Figure 1. Congestion heat map (run 1).
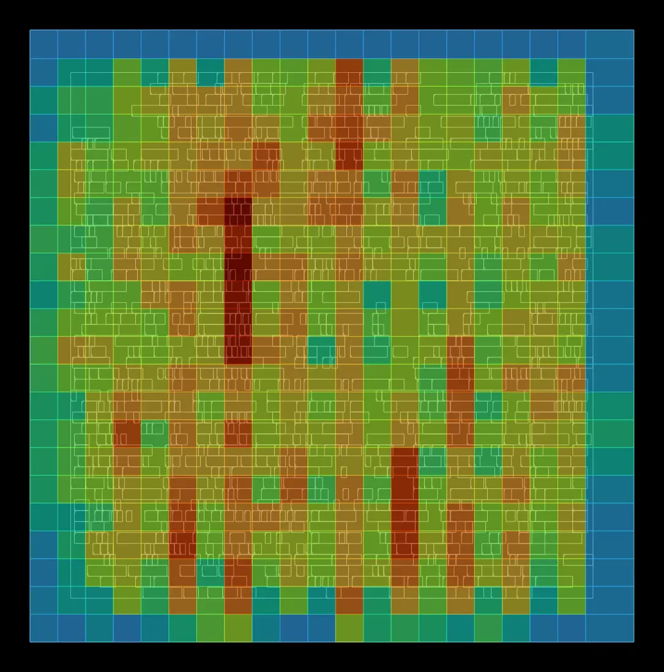
Figure 2. Cell density map (run 1).
Scale: 2 px per um. 15 x 15 tiles, from dark blue (low) to red (high), 0 to 100% covered.
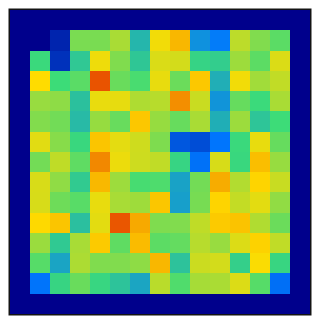
Figure 3. Port wiring (run 1).
Scale: 2 px per um.
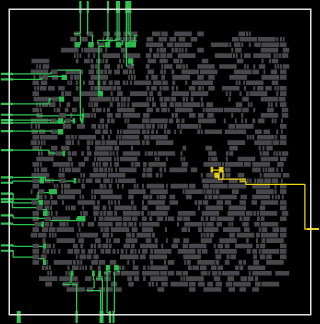
## src/rtl/instruction_fetch_unit_pkg.sv

```systemverilog
// Shared types and constants for the instruction fetch unit.
// FETCH_ALIGN_CHECK_EN selects halting on misaligned targets (see fetch_next_pc).
package instruction_fetch_unit_pkg;

  typedef logic [31:0] word_t;

  typedef enum logic [1:0] {
    S_REQ  = 2'd0,
    S_HOLD = 2'd1,
    S_HALT = 2'd2
  } fetch_state_t;

  localparam word_t PC_INCR = 32'd4;

endpackage

```

## src/rtl/instruction_fetch_unit_fetch_next_pc.sv

```systemverilog
// Next-PC selection (Jump > PC_Scr > sequential) and misalignment detection.
// With FETCH_ALIGN_CHECK_EN defined a target with low bits set is flagged; otherwise it is word-aligned.
module fetch_next_pc
  import instruction_fetch_unit_pkg::*;
(
  input  word_t pc,
  input  logic  jump,
  input  logic  pc_scr,
  input  word_t pc_jump,
  input  word_t pc_branch,
  output word_t next_pc,
  output logic  misaligned
);

  word_t target;

  always_comb begin
    target = pc + PC_INCR;
    if (jump) begin
      target = pc_jump;
    end else if (pc_scr) begin
      target = pc_branch;
    end
  end

`ifdef FETCH_ALIGN_CHECK_EN
  assign next_pc    = target;
  assign misaligned = |target[1:0];
`else
  // Without the check the low bits are simply dropped, so HALT can never be entered.
  assign next_pc    = target & ~32'h3;
  assign misaligned = 1'b0;
`endif

endmodule

```

## src/rtl/instruction_fetch_unit.sv

```systemverilog
// Single-outstanding-request instruction fetch unit: REQ -> HOLD -> REQ, HALT on a bad target.
// Optional FETCH_ALIGN_CHECK_EN enables the misaligned-target halt.
module instruction_fetch_unit
  import instruction_fetch_unit_pkg::*;
#(
  parameter word_t RESET_PC = 32'h0000_0000
) (
  input  logic         clk,
  input  logic         rst_n,
  output logic         imem_req,
  output word_t        imem_addr,
  input  logic         imem_ready,
  input  word_t        imem_rdata,
  output word_t        Instruction,
  output word_t        PC_Plus4,
  output logic         instr_valid,
  input  logic         instr_accept,
  input  logic         Jump,
  input  logic         PC_Scr,
  input  word_t        PC_Jump,
  input  word_t        PC_Branch,
  output word_t        fetch_count,
  output logic         fetch_err,
  output fetch_state_t state_dbg
);

  // Handshakes: a fetch completes on imem_req && imem_ready (req/addr stable until then);
  // an instruction is consumed on instr_valid && instr_accept. Either side alone is ignored.

  fetch_state_t state, state_nxt;
  word_t        pc, next_pc;
  logic         misaligned;
  logic         fetch_done, accept_done;

  fetch_next_pc u_next_pc (
    .pc         (pc),
    .jump       (Jump),
    .pc_scr     (PC_Scr),
    .pc_jump    (PC_Jump),
    .pc_branch  (PC_Branch),
    .next_pc    (next_pc),
    .misaligned (misaligned)
  );

  always_ff @(posedge clk or negedge rst_n) begin
    if (!rst_n) begin
      state <= S_REQ;
    end else begin
      state <= state_nxt;
    end
  end

  always_comb begin
    state_nxt   = state;
    imem_req    = 1'b0;
    instr_valid = 1'b0;
    unique case (state)
      S_REQ: begin
        // Gated by rst_n so no request is visible while reset is asserted.
        imem_req = rst_n;
        if (imem_ready) state_nxt = S_HOLD;
      end
      S_HOLD: begin
        instr_valid = 1'b1;
        if (instr_accept) state_nxt = misaligned ? S_HALT : S_REQ;
      end
      S_HALT: state_nxt = S_HALT;
      default: state_nxt = S_REQ;
    endcase
  end

  assign fetch_done  = imem_req && imem_ready;
  assign accept_done = instr_valid && instr_accept;

  always_ff @(posedge clk or negedge rst_n) begin
    if (!rst_n) begin
      pc          <= RESET_PC;
      Instruction <= '0;
      PC_Plus4    <= '0;
      fetch_count <= '0;
      fetch_err   <= 1'b0;
    end else begin
      if (fetch_done) begin
        Instruction <= imem_rdata;
        PC_Plus4    <= pc + PC_INCR;
      end
      if (accept_done) begin
        pc          <= next_pc;
        fetch_count <= fetch_count + 32'd1;
        if (misaligned) fetch_err <= 1'b1;
      end
    end
  end

  assign imem_addr = pc;
  assign state_dbg = state;

endmodule

```

## config.mk

```make
export PLATFORM = sky130hd
export DESIGN_NAME = instruction_fetch_unit
export DESIGN_NICKNAME = d
export VERILOG_FILES = /design/src/rtl/instruction_fetch_unit_pkg.sv /design/src/rtl/instruction_fetch_unit_fetch_next_pc.sv /design/src/rtl/instruction_fetch_unit.sv
export SDC_FILE = /design/constraint.sdc
export NUM_CORES = 1
export LEC_CHECK = 0
export ABC_CLOCK_PERIOD_IN_PS = 2050
export CAP_MARGIN = 20
export CORE_AREA = 10 10 140 142
export CTS_CLUSTER_DIAMETER = 40
export DETAILED_ROUTE_END_ITERATION = 16
export DIE_AREA = 0 0 150 152
export GPL_TIMING_DRIVEN = 0
export PLACE_DENSITY_LB_ADDON = 0.08
export SKIP_CTS_REPAIR_TIMING = 1
export SYNTH_ARGS = -nofsm -noshare
export SYNTH_HDL_FRONTEND = slang
export SYNTH_HIERARCHICAL = 1
export SYNTH_SLANG_ARGS = --single-unit
```

## constraint.sdc

```tcl
create_clock -name clk -period 2.05 [get_ports clk]
set_input_delay 0.3075 -clock clk [delete_from_list [all_inputs] [get_ports clk]]
set_output_delay 0.3075 -clock clk [all_outputs]
set_load 0.03 [all_outputs]
```

==> flow_summary.toml, run 1 <==
# synthesis and place-and-route metrics
[status]
outcome = "finished with violations"
failed_checks = "negative hold slack"

[clock_tree]
cts_root_buffer = "clkbuf_16"
cts-htree-levels = 4
cts_made_buffers = 17

[final_timing]
final_hold_viol_count = 69
timing.final.crit_period_ns = 2.03
setup_clock_skew_after_layout_ns = 0.0121
setup_tns_ns = 0
fmaxAchievable_mhz = 493
worst_margin_pin_slew_ns = 0.602
minimum_hold_slack_ns = -0.222
rsz0062_at_grt = "true"

[critical_path]
path_class = "register to register"
worst_r2r_endpoint = "imem_addr[31]$_DFFE_PN0P_"
launching_point_of_the_worst_reg2reg_path = "imem_addr[2]$_DFFE_PN0P_"
timing.reg2reg.worst_path_depth = 8
cp-startpoint = "imem_addr[2]$_DFFE_PN0P_"
startpoint_type = "register"
worstSetupPathDepth = 8
cp_data_required_time_ns = 2.40
cpPeakStageDelay_ns = 0.49

[placed_design]
hpwlAfterDp_um = 16800
detailed_place.area_sq_um = 9380
place_worst_setup_slack_ns = -0.551
gp_congestion = 0.835
place_inst = 1232

[synthesis]
yosys_area_sq_um = 6730
ys_async_sr_fraction_pct = 100
yosys_most_used_dff = "dfrtp_1"
synth.cellmix.simpleShare_pct = 29.1
syn_area_sq_um = 6730
synth_xor_xnor_area_share_pct = 10.5
ys_ff = 131
count_of_library_flops_with_an_enable_pin = 0
ys_sh_adder_pct = 0.558
compound_area_share_pct = 7.23
synth.distinct_cells = 47
avgSynthCellArea_sq_um = 8.68

[power_and_ir_drop]
powerClk_mw = 3.45
pg_comb_mw = 6.37
power_switching_share_pct = 41.8
total_power_mw = 14.5
power_density_nw_per_um2 = 1410
irDropWorstVdd_mv = 0.736
clkPwrFrac_pct = 23.8
leakage_nw = 4.71
power.sequential.total_mw = 4.71
share_seq_of_total_power_pct = 32.4
biggest_power_consumer_among_the_groups = "combinational logic"

[final_layout]
layout_top_cells = "268 x nand2_1, 215 x clkdlybuf4s50_1, 118 x dfrtp_1"
top_area_cell_class = "logic gates"
num-nets-final = 1150
ff_count = 131
area_delta_synth_final_pct = 53.6
final-comb-area_sq_um = 3360
fin_area_sq_um = 10300
seq-cell-share_pct = 31.9
layout.cells.most_common = "nand2_1"
final.fill_count = 1542
layout.clock_buffers = 18
clockNetworkAreaShare_pct = 6.50

[global_routing]
grt_first_pass_wirelength_um = 34600
grtUsageMet2_pct = 29.9
globalRoute.totalOverflow = 0

[flow_run]
log.warning_count = 33
number_of_violations_of_the_max_capacitance_limit = 0

[floorplanning]
rows = 48
dieHeight_um = 152

[route]
drt-total-wl_um = 22200
route.met2.wl_um = 10400
via_count = 6349

[min_path]
worst_hold_path_type = "primary input to async pin"
## Picture notes: Figure 1
global-route track usage on met3: 6.74%
Global Route Usage Sum: 19.0%
met1 Use GR: 24.2%
final standard cell utilization of the core: 61.0%

## Picture notes: Figure 2
11% of the tiles are over 75% full. 25% of the tiles are nearly empty. The mean over all tiles is 44%.
starting density of the core: 39.7%
Core Area: 16,900 sq um

## Picture notes: Figure 3
Key: green = PC_Jump [direction input, edge 17 left, 8 top, 7 bottom, end cells 30, buffers 30, wire 754 um]; yellow = instr_accept [direction input, edge right, end cells 3, buffers 1, wire 85.5 um]
number of top-level design ports: 235
number of port buffers: 229

-- run 1: worst reg2reg max path: cells and delay by family (launching register included) --
kind / cells / cell delay (ns)
simple gates: 5 / 0.84
compound gates: 1 / 0.24
flops: 1 / 0.49
xor+xnor: 1 / 0.18
buf+inv: 1 / 0.22
-- run 1: Yosys cell counts, drive strengths merged, types with 7 or more instances --
cell / count / area (sq um)
xnor2: 37 / 324
xor2: 44 / 385
inv: 7 / 26.3
nor2: 21 / 78.8
a22oi: 12 / 90.1
nand4: 32 / 215
a21oi: 12 / 60.1
dfrtp: 131 / 3280
nand3: 42 / 228
nor3: 11 / 71.3
nand2: 269 / 1010
clkbuf: 33 / 125
o21ai: 50 / 250
and3: 14 / 88.8
==> inputs of run 2 (changes only) <==
Settings changed: ABC_CLOCK_PERIOD_IN_PS 2050 to 2300, CORE_AREA 10 10 140 142 to 10 10 132 134, DIE_AREA 0 0 150 152 to 0 0 142 144.
Clock period 2.05 ns to 2.3 ns, I/O delays scaled along.
Figure 4. M4 wires (run 2).
Scale: 2 px per um. Supply wires on this layer in gray.
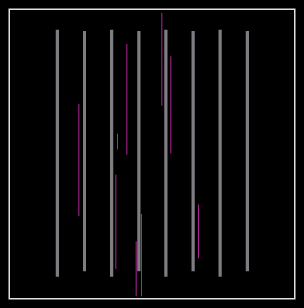
The wires run mostly vertical. The longest straight run is 55.8 um. The layer holds 1.7% of the routed length.
total number of vias: 6,280
overall routed net length: 21,400 um

==> run 2 against run 1 <==
The run now ends clean. Critical path type unchanged. Setup slack improved by 0.11 ns. Clock skew fell by 0.0036 ns. Synthesized cell count did not move. Global-route usage rose by 1.6 points. Final cell count fell by 3.9%.
==> flow_summary.toml, run 2 <==
# synthesis and place-and-route metrics
[final_timing]
final-max-slew-violation-count = 0
rsz0062_at_grt = "false"
minimum_hold_slack_ns = 0.450
final_hold_viol_count = 0
timing.final.setup_violations = 0
setup_clock_skew_after_layout_ns = 0.00855
timing.final.crit_period_ns = 2.17
timing.slew.headroom_pct = 58.9
worst_margin_pin_slew_ns = 0.611
fmaxAchievable_mhz = 461

[floorplanning]
die_width_um = 142
fp_util_pct = 45.3
core_sq_um = 14900
rows = 45
dieHeight_um = 144
chip_area_sq_um = 20400
taps = 188
design.portCount = 235

[clock_tree]
cts-htree-levels = 4
cts_root_buffer = "clkbuf_16"
cts_made_buffers = 17
clkSlewWorstSetupHoldPaths_ns = 0.06

[critical_path]
worstSetupPathDepth = 9
cp_data_required_time_ns = 2.65
path_class = "register to register"
path_common_cell = "nand2_1"
startpoint_type = "register"
cpPeakStageDelay_ns = 0.45
r2r_slack_ns = 0.13
worst-path-buf-inv = 1
critical-path-top-delay-family = "simple AND/OR/NAND/NOR gates"
timing.critical_path.arrival_ns = 2.52
timing.reg2reg.worst_path_depth = 9
cp-startpoint = "imem_addr[3]$_DFFE_PN0P_"
worst_r2r_endpoint = "imem_addr[28]$_DFFE_PN0P_"
crit_chain = "ha_1 -> nand3_2 -> nor4_4 -> buf_4 -> nand4_1 -> xor2_1 -> o21ai_0 -> nand2_1 -> nand2_1"
crit_end = "imem_addr[28]$_DFFE_PN0P_"
launching_point_of_the_worst_reg2reg_path = "imem_addr[3]$_DFFE_PN0P_"

[global_routing]
global_route.peak_usage_layer = "met2"
grt_first_pass_wirelength_um = 33800
grt_use_met1_pct = 24.3
globalRouteMet3Util_pct = 7.05
largest_net_degree_at_the_start_of_global_routing = 68
globalRoute.totalOverflow = 0
antenna_found_initial = 0
gr-usage-all-layers_pct = 20.6
grtUsageMet2_pct = 34.1

[power_and_ir_drop]
leakage_nw = 4.45
share_seq_of_total_power_pct = 32.1
biggest_power_consumer_among_the_groups = "combinational logic"
intPower_mw = 7.60
power.sequential.total_mw = 4.16
comb_power_share_pct = 43.0
pg_comb_mw = 5.56
clkPwrFrac_pct = 24.9
power_switching_share_pct = 41.2
irDropWorstVdd_mv = 0.634
total_power_mw = 12.9
power_density_nw_per_um2 = 1280

[synthesis]
synth_xor_xnor_area_share_pct = 10.5
ys_sh_adder_pct = 0.558
synth-cells-yosys = 775
count_of_library_flops_with_an_enable_pin = 0
netlist_logic_family_top = "simple AND/OR/NAND/NOR gates"
yosys_most_used_dff = "dfrtp_1"
yosys.area.top_type = "dfrtp_1"
ys_async_sr_fraction_pct = 100
synth-warning-count = 6
synth.cellmix.simpleShare_pct = 29.1
syn_area_sq_um = 6730
compound_area_share_pct = 7.23
synth_largest_type_area_fraction_pct = 48.7
synth.distinct_cells = 47
ys_ff = 131
synthCells = 775
synth_top_cell_by_count = "nand2_1"
yosys-top-cells-count = "268 x nand2_1, 131 x dfrtp_1, 50 x o21ai_0"
mux_area_share_pct = 1.08
netlist_top_cells_area = "dfrtp_1 49%, nand2_1 15%, xor2_1 5.7%, xnor2_1 4.8%, o21ai_0 3.7%"
avgSynthCellArea_sq_um = 8.68
yosys_area_sq_um = 6730

[final_layout]
regArea_sq_um = 3280
area_delta_synth_final_pct = 50.3
final.fill_count = 1275
top_area_cell_class = "logic gates"
final-comb-area_sq_um = 3310
layout_top_cells = "268 x nand2_1, 227 x clkdlybuf4s50_1, 128 x dfrtp_1"
clockNetworkAreaShare_pct = 6.98
fin_area_sq_um = 10100
layout.cells.most_common = "nand2_1"
layout.clock_buffers = 20
ff_count = 131
logic_inverters = 8
num-nets-final = 1136
seq-cell-share_pct = 32.4

[status]
outcome = "finished clean"

[flow_run]
log.warning_count = 30
number_of_violations_of_the_max_capacitance_limit = 0

[route]
post-route-drc-count = 0
drt_pass1_iterations = 5
post_drt_via_cell_ratio = 5.10
drt_iter0_markers = 333

[placed_design]
place_inst = 1195
detailed_place.area_sq_um = 9300
io_buffer_count = 229
hpwlAfterDp_um = 16200
gp_congestion = 0.857

[min_path]
worst_hold_path_type = "primary input to register"
min_path_cells = 3
whs_endpoint = "Instruction[15]$_DFFE_PN0P_"
Figure 5. Routed clock nets over the placement (run 2).
Scale: 2 px per um.
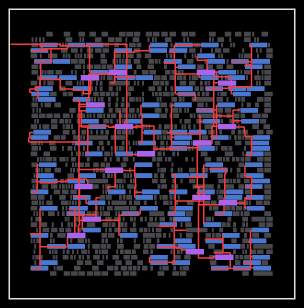
Key: red = clock wires [length 1,730 um]; blue = flip-flops [count 131]; purple = clock drivers [count 17]
There are 18 routed clock nets. Position of the flops: widely spread.
power dissipated in the clock network: 3.22 mW
clock insertion delay at the later pin of the skew report: 0.42 ns

[run 2: cell count changes in the layout (fill, tap and decap cells not counted), sizes merged]
cell,delta
clkinv,-3
clkdlybuf4s50,+12
dlygate4sd3,+1
clkbuf,+2
inv,+2
buf,-15
bufinv,+1
clkinvlp,-1
dlymetal6s2s,-12
[run 2: stage by stage]
step	worst slack (ns)	util [%]	TNS, ns
3_5_place_dp	-0.398	62.6	-15.77
6_report	0.132	68.0	0
4_1_cts	-0.202	67.3	-0.483
2_1_floorplan	0.0301	-	0
3_3_place_gp	-5.26	62.4	-919.87
5_1_grt	0.0114	68.0	0
[run 2: routing by layer]
metal,part of all wire [%],vias up
met2,51,180
met3,7.7,22
met5,0,-
met4,1.7,0
met1,40,2955
li1,-,3123
==> inputs of run 3 (changes only) <==
Settings changed: RECOVER_POWER from default to 25.
Figure 6. Congestion heat map (run 3).
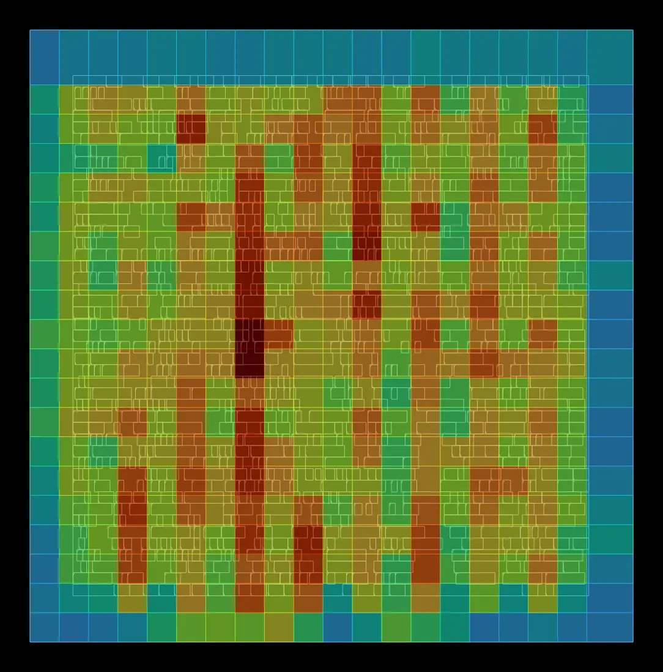
Global Route Usage Sum: 20.6%
post-detailed-route wirelength per cell: 17.4 um
global-route track usage on met3: 7.05%

==> run 3 against run 2 <==
Setup slack got worse by 0.023 ns. First-iteration DRC count decreased by 4.2%. Synthesized area unchanged. Clock-buffer cell count unchanged. Clock skew about the same.
==> flow_summary.toml, run 3 <==
# synthesis and place-and-route metrics
[route]
route.top_layer_used = "met4"
post-route-drc-count = 0
drt_pass1_iterations = 4
post_drt_via_cell_ratio = 5.12
drt_iter0_markers = 319
route.met2.wl_um = 10600

[floorplanning]
design.portCount = 235
fp_util_pct = 45.3
rows = 45
chip_area_sq_um = 20400
core_sq_um = 14900
die_width_um = 142

[final_timing]
final-max-slew-violation-count = 0
setup_tns_ns = 0
timing.slew.headroom_pct = 5.99
final_hold_viol_count = 0
fmaxAchievable_mhz = 456
timing.final.crit_period_ns = 2.19
timing.final.setup_violations = 0
setup_clock_skew_after_layout_ns = 0.00848
postLayoutSetupSlackWorst_ns = 0.108
worst_margin_pin_slew_ns = 1.41

[power_and_ir_drop]
power.sequential.total_mw = 4.15
share_seq_of_total_power_pct = 32.1
clkPwrFrac_pct = 25.0
biggest_power_consumer_among_the_groups = "combinational logic"
power_switching_share_pct = 41.3
comb_power_share_pct = 42.9
powerClk_mw = 3.23
leakage_nw = 4.45
intPower_mw = 7.60
power_density_nw_per_um2 = 1280
irDropWorstVdd_mv = 0.632
pg_comb_mw = 5.55
total_power_mw = 12.9

[placed_design]
detailed_place.area_sq_um = 9300
place_worst_setup_slack_ns = -0.398
io_buffer_count = 229
hpwlAfterDp_um = 16200

[min_path]
min_path_cells = 3
whs_endpoint = "Instruction[15]$_DFFE_PN0P_"
worst_hold_path_type = "primary input to register"

[synthesis]
mux_area_share_pct = 1.08
synth_xor_xnor_area_share_pct = 10.5
yosys_area_sq_um = 6730
synthCells = 775
ys_ff = 131
ys_sh_adder_pct = 0.558
synth_largest_type_area_fraction_pct = 48.7
ys_async_sr_fraction_pct = 100
compound_area_share_pct = 7.23
yosys-top-cells-count = "268 x nand2_1, 131 x dfrtp_1, 50 x o21ai_0"
synth_top_cell_by_count = "nand2_1"
netlist_top_cells_area = "dfrtp_1 49%, nand2_1 15%, xor2_1 5.7%, xnor2_1 4.8%, o21ai_0 3.7%"
synth-cells-yosys = 775
synth.distinct_cells = 47
netlist_logic_family_top = "simple AND/OR/NAND/NOR gates"
synth.cellmix.simpleShare_pct = 29.1

[critical_path]
crit_end = "imem_addr[28]$_DFFE_PN0P_"
cpPeakStageDelay_ns = 0.45
path_class = "register to register"
cp_data_required_time_ns = 2.66
worst_r2r_endpoint = "imem_addr[28]$_DFFE_PN0P_"
startpoint_type = "register"
timing.reg2reg.worst_path_depth = 9
crit_chain = "ha_1 -> nand3_2 -> nor4_4 -> buf_4 -> nand4_1 -> xor2_1 -> o21ai_0 -> nand2_1 -> nand2_1"
launching_point_of_the_worst_reg2reg_path = "imem_addr[3]$_DFFE_PN0P_"
r2r_slack_ns = 0.11

[global_routing]
largest_net_degree_at_the_start_of_global_routing = 68
grtUsageMet2_pct = 34.1
global_route.peak_usage_layer = "met2"
grt_first_pass_wirelength_um = 33800
antenna_found_initial = 0

[final_layout]
layout.cells.most_common = "nand2_1"
final-comb-area_sq_um = 3310
utilization_pct = 67.9
area_delta_synth_final_pct = 50.0
regArea_sq_um = 3280
final.fill_count = 1278

[flow_run]
number_of_violations_of_the_max_capacitance_limit = 0

[status]
outcome = "finished clean"

[clock_tree]
clkSlewWorstSetupHoldPaths_ns = 0.06
Figure 7. M4 wires (run 3).
Scale: 2 px per um. Supply wires on this layer in gray.
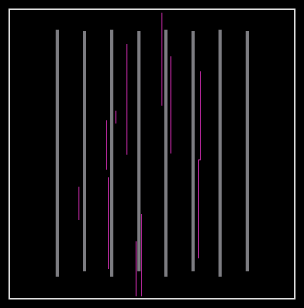
The layer holds 1.9% of the routed length. The longest straight run is 55.1 um. The wires run mostly vertical.
overall routed net length: 21,400 um
total number of vias: 6,311

-- run 3: netlist changes by cell type in the layout (fill, tap and decap cells not counted) --
| cell | previous run | this run |
|---|---|---|
| buf_16 | 2 | 1 |
| buf_2 | 1 | 2 |
-- run 3: worst max-delay path: cells and delay by family (launching register included) --
kind / cells / cell delay [ns]
AND/OR/NAND/NOR: 5 / 0.84
flip-flops: 1 / 0.45
adder cells (fa/ha/maj): 1 / 0.27
buffers and inverters: 1 / 0.23
XOR/XNOR: 1 / 0.19
AND-OR/OR-AND: 1 / 0.16
-- run 3: area by class of cell --
type	instances	area share [%]
flip-flops and latches	131	32.5
inverters	8	0.298
clock inverters	12	2.47
well taps	188	2.33
plain buffers	36	1.49
clock buffers	20	4.53
repair buffers	236	23.6
multi-input cells	601	32.8
No activity file was given, so power comes from the tool's default toggle rates.
